==> config.mk <==
export PLATFORM = sky130hd
export DESIGN_NAME = alu_issue
export DESIGN_NICKNAME = d
export VERILOG_FILES = /design/src/rtl/alu_pkg.sv /design/src/rtl/alu_decode.sv /design/src/rtl/alu_issue.sv
export SDC_FILE = /design/constraint.sdc
export NUM_CORES = 1
export LEC_CHECK = 0
export CELL_PAD_IN_SITES_DETAIL_PLACEMENT = 0
export CELL_PAD_IN_SITES_GLOBAL_PLACEMENT = 1
export CORE_MARGIN = 3
export CORE_UTILIZATION = 38
export DETAILED_ROUTE_END_ITERATION = 12
export PLACE_DENSITY_LB_ADDON = 0.3
export SETUP_SLACK_MARGIN = 0.05
export SYNTH_ARGS = -nofsm -noshare
export SYNTH_HDL_FRONTEND = slang
export SYNTH_HIERARCHICAL = 1
export SYNTH_SLANG_ARGS = --single-unit
==> constraint.sdc <==
create_clock -name clk -period 4.7 [get_ports clk]
set_input_delay 1.41 -clock clk [delete_from_list [all_inputs] [get_ports clk]]
set_output_delay 1.41 -clock clk [all_outputs]
set_load 0.005 [all_outputs]
==> images/pdn.png <==
(3 px per um) Pins as bars on the die edge. Tap cells in grey.
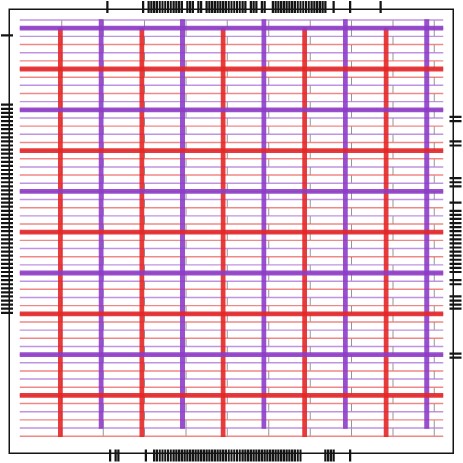
VSS -> red
VDD -> purple
met5 straps = 10
signal pins = 211
tap cells = 265
Core Area: 19600 um^2
Die Height: 148 um
Peak VDD IR: 0.000227 V

==> images/cell_classes.png <==
(3 px per um) Fill, decap, tap and diode cells in grey.
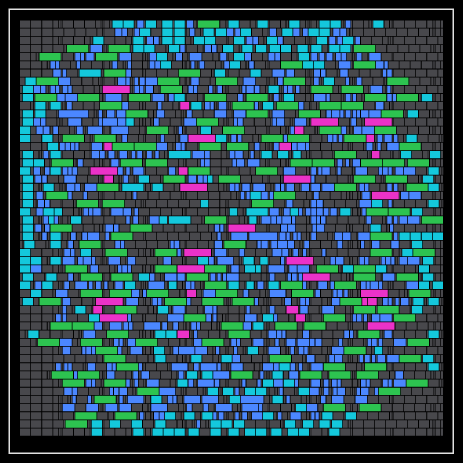
other buffers and delay cells -> cyan  # cells 227, share of their area 23%
clock drivers and dummy loads -> magenta  # cells 32, share of their area 5.6%
all other logic -> blue  # cells 635, share of their area 41%
flops -> green  # cells 154, share of their area 31%
final core utilization: 52.7%
row cnt: 51
Seq area share: 29.9%
post-route cell area: 10300 um^2

==> images/clock_map.png <==
(2 px per um)
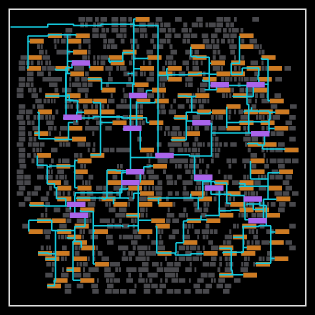
flip-flops -> orange  # count 154
cells driving clock nets -> purple  # count 17
clock wires -> cyan  # length 2030 um
flops lie = widely spread
routed clock nets = 18
Layout Skew: 6.28 ps
Clock Power Share: 41.4%

==> images/metal_stack.png <==
(3 px per um)
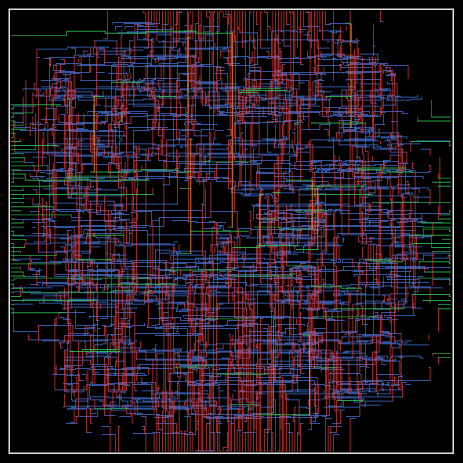
met3 -> green  # wire length 1410 um
met2 -> red  # wire length 11700 um
met1 -> blue  # wire length 11300 um
met4 -> orange  # wire length 326 um
via count: 7174
detailed-route wire length: 24700 um
post-DR wirelength/cell: 18.8 um
total track usage: 22.1%

==> images/final_congestion.png <==
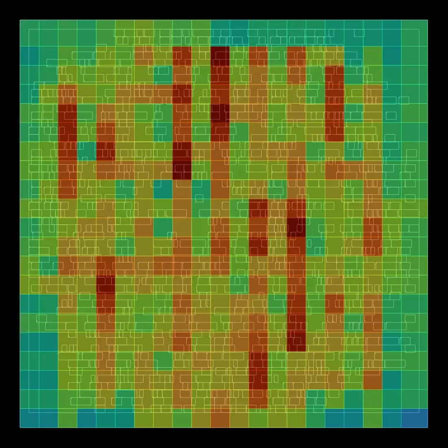
met2 usage: 35.0%
GR peak layer: met2
met1 Track Usage GR: 30.1%
met3 Use GR: 5.33%

==> out/metrics.cfg <==
[outcome]
outcome=finished, final reports clean

[logic_synthesis]
synthTopCellsByArea=dfxtp_1 (41%), a21oi_1 (8.8%), nand2_1 (7.9%)
synth-compound-area-share_pct=33.7
ys_sh_mux_pct=1.05
netlist_top_cells_count=nand2_1 (160), dfxtp_1 (154), a21oi_1 (134)
synth-seq-cells=154
top_area_cell=dfxtp_1
top_cell_area_share_pct=40.5
fa_ha_area_share_pct=0
synth_area_um2=7610
synthArstFlopShare_pct=0
syn_area_per_cell_um2=8.58
top_cell=nand2_1
yosysSeqAreaShare_pct=40.5
yosys.cell_types.count=52
yosysChipArea_um2=7610
synthTopLogicFamily=AND-OR/OR-AND gates
edf_count=0
ys_cells=887
netlist_instances=887
ys_sh_simple_pct=17.0
floorplan.nets=1020

[finish]
mostFrequentLayoutCells=clkdlybuf4s50_1 (207), nand2_1 (159), dfxtp_1 (154)
design.seq.count=154
dominant_cells=combinational gates
nClkBuffers=17
combAreaFraction_pct=38.7
largest_reg_flops=76
comb_cells=614
buffers=227
clk_share_pct=5.39
area_growth_pct=35.6
bufAreaShareNonClock_pct=22.1
n_all_inverters=21
layout_top_cell=clkdlybuf4s50_1
drive_gt1_share_pct=12.9
regArea_um2=3080
num_antenna_cells=1
fill_cells=1876
nNetsFinal=1168

[critical_path]
reg2reg_depth=4
critPathSlowestCell=clkdlybuf4s50_1
crit_path_end_kind=register
crit_family=buffers and inverters
worst_ep_arrival_time_ps=3820
critPathBufInv=2
start_kind=primary input
criticalPathCategory=primary input to register
rrSetupSlack_ps=2560
cp_data_required_time_ps=5000
critPathMaxStageDelay_ps=600
worstPathCellList=clkdlybuf4s50_1 -> nand2b_1 -> a31o_1 -> a221oi_4 -> buf_4 -> nor3_1 -> o31ai_1 -> a21oi_1
path_depth=8

[floorplan]
initCoreUtil_pct=38.8
ios=211
tapCellCount=265

[clocking]
cts-root-buf=clkbuf_16
h-tree-depth=4
cts_resized=0
clk_latency_ps=420
cts_made_buffers=17
cts_setup_buffers=0
ctsHoldBuffers=0
cts.path.max_buffers=2
cts.sinks=154
cts_tree=yes

[final_timing]
layout_min_cycle_time_ps=3520
fmax_ghz=0.284
finalClockPeriodUsage_pct=74.8
worstMarginPinSlew_ps=1010
slew_viol_final=0
hold_viol=0
finalSetupTns_ps=0
setup_viol=0
slew_headroom_pct=32.9

[grt]
grt_overflow=0
antenna_found_initial=1
grt_pass1_wl_um=38800
grt_max_degree=79
grt_pass1_vias=7013

[detailed_routing]
drt_iter0_drc=503
vias_per_cell=5.46
firstDrtPassIters=4
antenna_left=0
drc_errors=0

[placed_design]
hpwl_um=15600
portBuffers=210
place_congestion=0.812

[job]
drv_cap=0
warnings=26

[power]
p_int_mw=2.31
maxPowerGroup=registers
p_leak_nw=3.55
p_sw_share_pct=27.2
seq-power_mw=1.37
comb_power_mw=0.488
seqPwrFrac_pct=43.3
p_sw_mw=0.863
power.density_nw_per_um2=308

[hold_path]
hold_depth=2
hold_class=register to register

-- through the flow --
step	cells	power, mW	hold WS [ps]	setup slack, ps	utilization, %
2_1_floorplan	887	1.63	436	1700	-
3_3_place_gp	1281	1.89	442	842	49.8
3_5_place_dp	1281	1.89	447	790	49.8
4_1_cts	1313	3.21	457	1230	52.7
5_1_grt	1314	3.30	472	1110	52.7
6_report	1314	3.18	456	1180	52.7
-- layer usage --
| layer | vias to the layer above | GRT usage, % | part of all wire (%) |
|---|---|---|---|
| li1 | 3509 | - | - |
| met1 | 3435 | 30.1 | 46 |
| met2 | 204 | 35.0 | 47 |
| met3 | 26 | 5.33 | 5.7 |
| met4 | 0 | 6.38 | 1.3 |
| met5 | - | 0 | 0 |
Power and IR drop assume default switching activity.
